Figure 1. Clock nets (run 1).
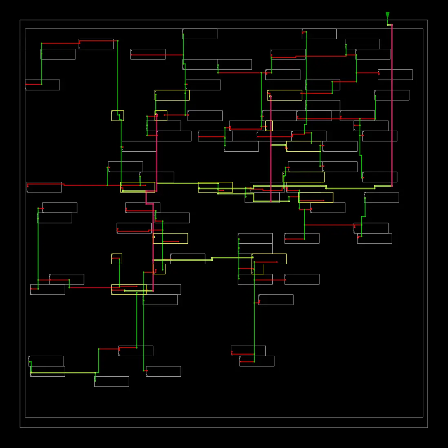
Figure 2. Clock wires, drivers and flops (run 1).
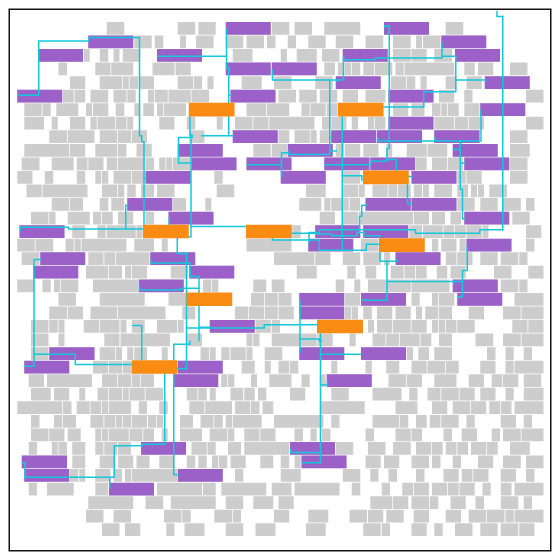
Figure 3. Register map, names as in the netlist (run 1).
Scale bar: 20 um. Other sequential cells in the stronger grey, the rest of the logic in the fainter grey.
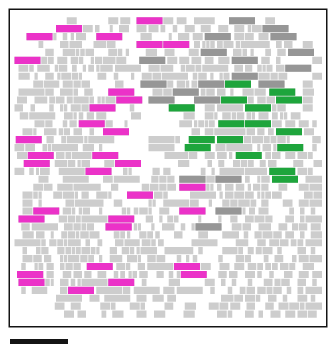
Figure 4. Cells coloured by class (run 1).
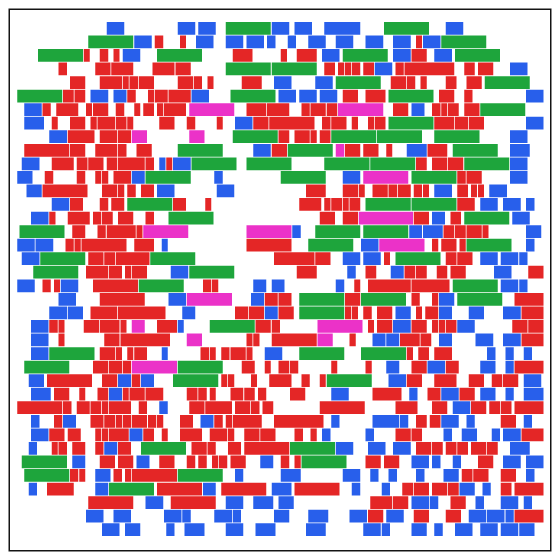
File: config.mk
export PLATFORM = sky130hd
export DESIGN_NAME = branch_resolve_unit
export DESIGN_NICKNAME = d
export VERILOG_FILES = /design/src/rtl/branch_resolve_unit.sv
export SDC_FILE = /design/constraint.sdc
export NUM_CORES = 1
export LEC_CHECK = 0
export ABC_CLOCK_PERIOD_IN_PS = 2200
export CAP_MARGIN = 40
export CORE_UTILIZATION = 40
export CTS_CLUSTER_SIZE = 24
export DETAILED_ROUTE_END_ITERATION = 10
export GPL_ROUTABILITY_DRIVEN = 0
export GPL_TIMING_DRIVEN = 0
export PLACE_DENSITY_LB_ADDON = 0.1
export SYNTH_ARGS = -nofsm -noshare
export SYNTH_HDL_FRONTEND = slang
export SYNTH_SLANG_ARGS = --single-unit
export TNS_END_PERCENT = 5
File: constraint.sdc
create_clock -name clk -period 2.2 [get_ports clk]
set_input_delay 0.55 -clock clk [delete_from_list [all_inputs] [get_ports clk]]
set_output_delay 0.55 -clock clk [all_outputs]
set_load 0.02 [all_outputs]
File: src/rtl/branch_resolve_unit.sv
`default_nettype none
// +----------------------------------------------------------------------------+
// | Module      : branch_resolve_unit                                          |
// | Description : Registered ID/EX branch resolution. Computes the branch      |
// |               target, evaluates the branch condition, drives a multi-cycle |
// |               IF/ID flush and keeps saturating branch statistics.          |
// | Revision    : 1.0 - initial release                                        |
// +----------------------------------------------------------------------------+
module branch_resolve_unit #(
  parameter int DATA_W       = 32,
  parameter int IMM_W        = 16,
  parameter int FLUSH_CYCLES = 1,
  parameter int CNT_W        = 16
) (
  input  logic              clk,
  input  logic              rst,
  input  logic              in_valid_i,
  input  logic              stall_i,
  input  logic [2:0]        cond_i,
  input  logic [DATA_W-1:0] pc_plus4_i,
  input  logic [DATA_W-1:0] rs_val_i,
  input  logic [DATA_W-1:0] rt_val_i,
  input  logic [IMM_W-1:0]  imm_i,
  output logic              out_valid_o,
  output logic              taken_o,
  output logic [DATA_W-1:0] target_o,
  output logic              flush_o,
  output logic [CNT_W-1:0]  branch_cnt_o,
  output logic [CNT_W-1:0]  taken_cnt_o
);

  // Flush counter must be able to hold FLUSH_CYCLES itself.
  localparam int FCW = (FLUSH_CYCLES < 2) ? 1 : $clog2(FLUSH_CYCLES + 1);

  localparam logic [2:0] C_NONE = 3'b000;
  localparam logic [2:0] C_BEQ  = 3'b001;
  localparam logic [2:0] C_BNE  = 3'b010;
  localparam logic [2:0] C_BLEZ = 3'b011;
  localparam logic [2:0] C_BGTZ = 3'b100;
  localparam logic [2:0] C_BLTZ = 3'b101;
  localparam logic [2:0] C_BGEZ = 3'b110;
  localparam logic [2:0] C_RSVD = 3'b111;

  typedef enum logic [0:0] {
    S_IDLE  = 1'b0,
    S_FLUSH = 1'b1
  } state_t;

  state_t             state_q, state_d;
  logic [FCW-1:0]     fcnt_q, fcnt_d;
  logic               out_valid_q, out_valid_d;
  logic               taken_q, taken_d;
  logic [DATA_W-1:0]  target_q, target_d;
  logic [CNT_W-1:0]   branch_cnt_q, branch_cnt_d;
  logic [CNT_W-1:0]   taken_cnt_q, taken_cnt_d;

  logic [DATA_W-1:0]  imm_sext_w;
  logic [DATA_W-1:0]  target_w;
  logic               rs_neg_w;
  logic               rs_zero_w;
  logic               cmp_w;
  logic               cond_ok_w;
  logic               accept_w;

  // Target arithmetic: offset is in words, so shift the sign-extended immediate by two.
  assign imm_sext_w = {{(DATA_W-IMM_W){imm_i[IMM_W-1]}}, imm_i};
  assign target_w   = pc_plus4_i + {imm_sext_w[DATA_W-3:0], 2'b00};

  // Signed tests against zero only need the sign bit and a zero detect.
  assign rs_neg_w  = rs_val_i[DATA_W-1];
  assign rs_zero_w = (rs_val_i == '0);

  assign cond_ok_w = (cond_i != C_NONE) && (cond_i != C_RSVD);
  // Instructions arriving while flush is high are on the wrong path and are dropped.
  assign accept_w  = in_valid_i && !stall_i && (state_q == S_IDLE) && cond_ok_w;

  // Branch condition evaluation; rt only matters for the equality forms.
  always_comb begin
    cmp_w = 1'b0;
    case (cond_i)
      C_BEQ:   cmp_w = (rs_val_i == rt_val_i);
      C_BNE:   cmp_w = (rs_val_i != rt_val_i);
      C_BLEZ:  cmp_w = rs_neg_w | rs_zero_w;
      C_BGTZ:  cmp_w = !rs_neg_w && !rs_zero_w;
      C_BLTZ:  cmp_w = rs_neg_w;
      C_BGEZ:  cmp_w = !rs_neg_w;
      default: cmp_w = 1'b0;
    endcase
  end

  // Next-state for outputs, statistics and the flush FSM; a stall freezes everything.
  always_comb begin
    state_d      = state_q;
    fcnt_d       = fcnt_q;
    out_valid_d  = out_valid_q;
    taken_d      = taken_q;
    target_d     = target_q;
    branch_cnt_d = branch_cnt_q;
    taken_cnt_d  = taken_cnt_q;

    if (!stall_i) begin
      out_valid_d = accept_w;
      taken_d     = accept_w && cmp_w;

      if (accept_w) begin
        target_d = target_w;
        if (branch_cnt_q != '1) begin
          branch_cnt_d = branch_cnt_q + 1'b1;
        end
        if (cmp_w && (taken_cnt_q != '1)) begin
          taken_cnt_d = taken_cnt_q + 1'b1;
        end
      end

      case (state_q)
        S_IDLE: begin
          if (accept_w && cmp_w) begin
            state_d = S_FLUSH;
            fcnt_d  = FCW'(FLUSH_CYCLES);
          end
        end
        S_FLUSH: begin
          if (fcnt_q == FCW'(1)) begin
            state_d = S_IDLE;
            fcnt_d  = '0;
          end else begin
            fcnt_d  = fcnt_q - 1'b1;
          end
        end
        default: begin
          state_d = S_IDLE;
          fcnt_d  = '0;
        end
      endcase
    end
  end

  // State registers with asynchronous clear.
  always_ff @(posedge clk or posedge rst) begin
    if (rst) begin
      state_q      <= S_IDLE;
      fcnt_q       <= '0;
      out_valid_q  <= 1'b0;
      taken_q      <= 1'b0;
      target_q     <= '0;
      branch_cnt_q <= '0;
      taken_cnt_q  <= '0;
    end else begin
      state_q      <= state_d;
      fcnt_q       <= fcnt_d;
      out_valid_q  <= out_valid_d;
      taken_q      <= taken_d;
      target_q     <= target_d;
      branch_cnt_q <= branch_cnt_d;
      taken_cnt_q  <= taken_cnt_d;
    end
  end

  assign out_valid_o  = out_valid_q;
  assign taken_o      = taken_q;
  assign target_o     = target_q;
  assign flush_o      = (state_q == S_FLUSH);
  assign branch_cnt_o = branch_cnt_q;
  assign taken_cnt_o  = taken_cnt_q;

endmodule
`default_nettype wire

==> impl_metrics.env, run 1 <==
# source this file to load flow results
export IMPL_cell_count_listed_in_synth_stat_txt=480
export IMPL_setup_violations_final=27
export IMPL_clk_transition_reported_paths_ns=0.05
export IMPL_cts_max_path_bufs=2
export IMPL_synth_area_mux_share_pct=2.24
export IMPL_area_leaders="dfrtp_1, xor2_1, ha_1"
export IMPL_post_synth_top_area_fraction_pct=37.6
export IMPL_fp_nets=631
export IMPL_io_pin_count=186
export IMPL_worstMarginPinSlew_ns=0.545
export IMPL_synth_seq_area_share_pct=37.6
export IMPL_die_height_um=108
export IMPL_outcome="finished, violations left"
export IMPL_critical_path_startpoint_type="primary input"
export IMPL_timing_critical_path_slowest_cell_delay_ns=0.34
export IMPL_synth_adder_area_share_pct=9.01
export IMPL_htreeDepth=3
export IMPL_worstPathRequired_ns=2.41
export IMPL_number_of_max_cap_violations=0
export IMPL_ant_nets=0
export IMPL_postLayoutSetupSlackWorst_ns=-0.353
export IMPL_tally_of_yosys_warning_messages=0
export IMPL_failed_checks="negative setup slack"
## Picture notes: Figure 1
number of buffers added by the clock tree synthesis step: 9
clk ins delay skew pair: 0.33 ns
clock skew: 0.0104 ns
sequential cells: 68

## Picture notes: Figure 2
legend:
  clock wires:
    colour: cyan
    length: 1010 um
  flip-flops:
    colour: purple
    count: 68
  clock drivers:
    colour: orange
    count: 9
routed clock nets: 10
relative contribution of the clock network to total power: 25.1%
clock group total power: 0.00146 W

## Picture notes: Figure 3
legend:
  taken_cnt_o:
    colour: green
    placed_flops: 16
  target_o:
    colour: magenta
    placed_flops: 32
not coloured: 20
power in sequential cells: 0.00185 W
fin util: 68.0%
area occupied by registers: 0.00170 mm2

## Picture notes: Figure 4
legend:
  combinational and other logic:
    colour: red
    cells: 406
    share_of_their_area: 46%
  clock drivers and dummy loads:
    colour: magenta
    cells: 16
    share_of_their_area: 4.2%
  sequential cells:
    colour: green
    cells: 68
    share_of_their_area: 23%
  remaining buffers and delay cells:
    colour: blue
    cells: 222
    share_of_their_area: 26%
Seq area share: 22.9%
Placeable Area: 0.0109 mm2
summed area of non-filler cells in the final layout: 0.00744 mm2

==> run 1: state kept, by name, indices dropped and copies added, names as in the netlist <==
signal,count
target_o,32
branch_cnt_o,16
taken_cnt_o,16
fcnt_q,1
flush_o,1
out_valid_o,1
taken_o,1
==> run 1: what timing repair did <==
action | in CTS | in global routing
gates resized | 253 | 99
buffers inserted | 29 | 1
setup endpoints to repair | 68 | 40
pin swaps | 76 | 28
==> run 1: routing by layer <==
layer | GRT usage, % | routed length (um) | share of wire, % | up-vias
li1 | - | - | - | 2174
met1 | 27.8 | 5640 | 40 | 2152
met2 | 45.0 | 7310 | 52 | 128
met3 | 5.73 | 838 | 6.0 | 21
met4 | 6.47 | 197 | 1.4 | 2
met5 | 0 | 11 | 0.079 | -
==> run 1: worst paths after layout <==
kind                                   endpoint  slack [ns]  cells past startpoint
worst max-delay path               target_o[30]       -0.35                     11
worst max register to register  taken_cnt_o[15]       -0.06                     10
worst min-delay path                target_o[8]        0.48                      2
worst min register to register      target_o[8]        0.48                      2
min in group asynchronous           target_o[0]        0.57                      2
max in group asynchronous           target_o[9]        1.08                      3
==> run 1: cells by family after synthesis <==
kind of cell | Yosys count
XOR/XNOR | 89
adder cells (fa/ha/maj) | 32
flip-flops | 68
AND/OR/NAND/NOR | 164
buffers and inverters | 17
multiplexers | 9
AND-OR/OR-AND | 101
==> run 1: cell usage in the layout (no fill, tap or decap), types with 18 or more instances in the layout <==
master,count
xor2_1,46
nand2_1,56
nor2_1,21
clkdlybuf4s50_1,83
o21ai_0,23
clkbuf_2,29
clkdlybuf4s15_1,25
buf_2,18
ha_4,18
dlygate4sd2_1,19
xnor2_1,36
buf_4,28
dfrtp_1,68
==> run 1: worst reg2reg max path, delay by kind of cell (launching register included) <==
kind | cells | cell delay, ns
and+or+nand+nor | 8 | 1.42
DFF | 1 | 0.43
xor gates and xnor gates | 1 | 0.16
buffers and inverters | 1 | 0.15
==> run 1: cell type report <==
cell class,instances,area (um2),area share (%)
Multi-Input combinational cell,395,3310,44.6
Timing Repair Buffer,216,1880,25.2
Sequential cell,68,1700,22.9
Clock buffer,9,225,3.03
Tap cell,140,175,2.35
Clock inverter,7,77.6,1.04
Inverter,11,43.8,0.589
Buffer,6,25.0,0.336
==> run 1: power breakdown <==
group,total [W],internal [W],switching (W)
logic,0.00250,0.00125,0.00125
registers,0.00185,0.00160,0.000255
clock network,0.00146,0.000883,0.000581
total,0.00582,0.00373,0.00209
==> run 1: per-stage QoR <==
step / cells / area, um2 / utilization, % / hold WS [ns]
after global placement: 805 / 6720 / 61.4 / 0.464
final: 852 / 7440 / 68.0 / 0.478
after global routing: 852 / 7440 / 68.0 / 0.500
after floorplan: 480 / 4690 / - / 0.488
after CTS: 851 / 7400 / 67.7 / 0.483
after detailed placement: 806 / 6740 / 61.6 / 0.470
==> run 2, diff against run 1 <==
--- a/config.mk
+++ b/config.mk
@@ -11,7 +11,6 @@
 export CTS_CLUSTER_SIZE = 24
 export DETAILED_ROUTE_END_ITERATION = 10
 export GPL_ROUTABILITY_DRIVEN = 0
-export GPL_TIMING_DRIVEN = 0
 export PLACE_DENSITY_LB_ADDON = 0.1
 export SYNTH_ARGS = -nofsm -noshare
 export SYNTH_HDL_FRONTEND = slang
Figure 5. Cell sizes after repair (run 2).
Scale bar: 20 um.
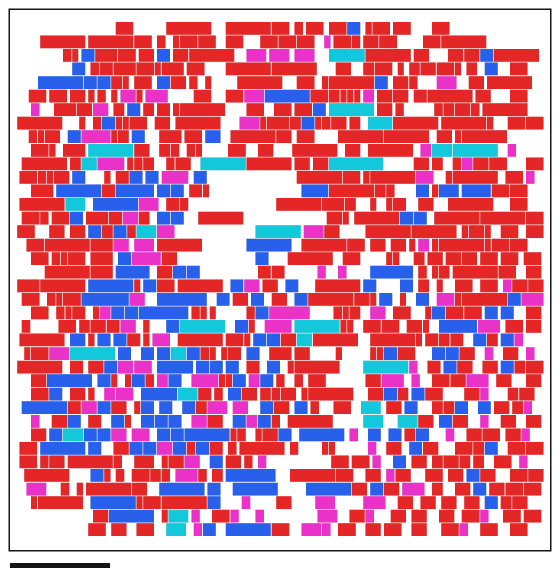
legend:
  _0 and _1 cells:
    colour: red
    cells: 530
    most_used: clkdlybuf4s50_1
  _6 and larger:
    colour: cyan
    cells: 25
    most_used: buf_6
  _2 cells:
    colour: magenta
    cells: 94
    most_used: buf_2
  _3 and _4 cells:
    colour: blue
    cells: 158
    most_used: buf_4
count of plain and timing-repair buffers in the layout: 317
synth-to-layout area growth: 82.0%

==> impl_metrics.env, run 2 <==
# source this file to load flow results
export IMPL_outcome="finished, violations left"
export IMPL_failed_checks="negative setup slack"
export IMPL_cell_count_listed_in_synth_stat_txt=480
export IMPL_mostFrequentLayoutCell="buf_4"
export IMPL_ant_nets=0
export IMPL_htreeDepth=3
export IMPL_fp_nets=631
export IMPL_worstPathRequired_ns=2.41
export IMPL_dpl_cell_count=908
export IMPL_regArea_mm2=0.00170
export IMPL_synth_seq_area_share_pct=37.6
export IMPL_post_synth_top_area_fraction_pct=37.6
export IMPL_critical_path_startpoint_type="primary input"
export IMPL_cts_inserted_buffers=9
export IMPL_clk_latency_ns=0.34
export IMPL_io_pin_count=186
export IMPL_postLayoutSetupSlackWorst_ns=-0.362
export IMPL_number_of_max_cap_violations=0
export IMPL_area_leaders="dfrtp_1, xor2_1, ha_1"
export IMPL_mostFrequentLayoutCells="buf_4, clkdlybuf4s50_1, dfrtp_1"
export IMPL_setup_violations_final=38
export IMPL_final_setup_skew_ns=0.00798
export IMPL_tally_of_yosys_warning_messages=0
export IMPL_largest_register_ff_count=32
Figure 6. Register map, names as in the netlist (run 2).
Scale bar: 20 um. Other sequential cells in the stronger grey, the rest of the logic in the fainter grey.
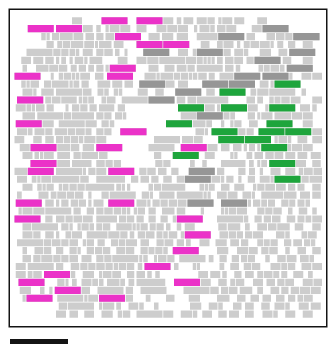
legend:
  taken_cnt_o:
    colour: green
    placed_flops: 16
    where: east
  target_o:
    colour: magenta
    placed_flops: 32
not coloured: 20
Seq area share: 20.7%
fin util: 75.3%
power in sequential cells: 0.00186 W

[run 2: kinds of logic after synthesis]
logic type	share of synthesized area [%]
and+or+nand+nor	17.8
AOI/OAI and AO/OA	14.8
adders and majority gates	9.01
DFF	37.6
xor gates and xnor gates	17.2
buffers and inverters	1.41
muxes	2.24
[run 2: worst max-delay path, cell delays in order]
cell	delay, ns
clkdlybuf4s15_2	0.20
ha_4	0.22
a21o_1	0.16
a21o_1	0.19
a211o_1	0.31
a221oi_4	0.33
a21boi_4	0.12
a311o_1	0.28
a31oi_1	0.17
xor2_1	0.17
o21ai_1	0.07
[run 2: stage by stage]
stage / TNS, ns / hold slack [ns] / cell area [um2] / power, W
final: -7.48 / 0.482 / 8240 / 0.00613
after detailed placement: -39.86 / 0.468 / 7520 / 0.00446
after global placement: -37.31 / 0.463 / 7520 / 0.00439
after floorplan: -9.84 / 0.488 / 4690 / 0.00306
after CTS: -7.77 / 0.484 / 8150 / 0.00608
after global routing: -11.43 / 0.508 / 8240 / 0.00645
[run 2: power breakdown]
group | total, W | switching (W) | internal, W
sequential | 0.00186 | 0.000261 | 0.00160
combinational | 0.00275 | 0.00132 | 0.00143
clock | 0.00152 | 0.000628 | 0.000894
[run 2: routing by layer]
| metal | vias to the layer above | routed length (um) | global-route usage [%] | share of wire (%) |
|---|---|---|---|---|
| met5 | - | 11 | 0 | 0.071 |
| li1 | 2362 | - | - | - |
| met3 | 39 | 977 | 6.99 | 6.3 |
| met4 | 2 | 366 | 7.34 | 2.4 |
| met1 | 2339 | 6130 | 29.8 | 40 |
| met2 | 173 | 8020 | 49.2 | 52 |
[run 2: repair_timing]
item,in CTS,in global routing
endpoints found under the setup margin,49,49
setup buffers,21,2
resized,243,74
pin swaps,79,47
hold buffers,0,0
[run 2: path summary, 6_finish.rpt]
kind / startpoint / end / cells after the start
setup / recovery: imm_i[13] / target_o[30] / 11
hold / removal: out_valid_o / out_valid_o / 2
setup reg to reg: taken_cnt_o[6] / taken_cnt_o[1] / 8
hold reg to reg: out_valid_o / out_valid_o / 2
max in group asynchronous: rst / target_o[23] / 3
min in group asynchronous: rst / branch_cnt_o[7] / 3
[run 2: final cells by class]
type	count	area share, %
tap	140	2.13
sequential	68	20.7
clock inverter	7	0.987
clock buffer	9	2.73
multi-input combinational	395	40.2
timing repair buffer	317	32.8
antenna	1	0.0304
inverter	11	0.501
Power figures rest on the tool's default switching activity, not on a simulated workload.
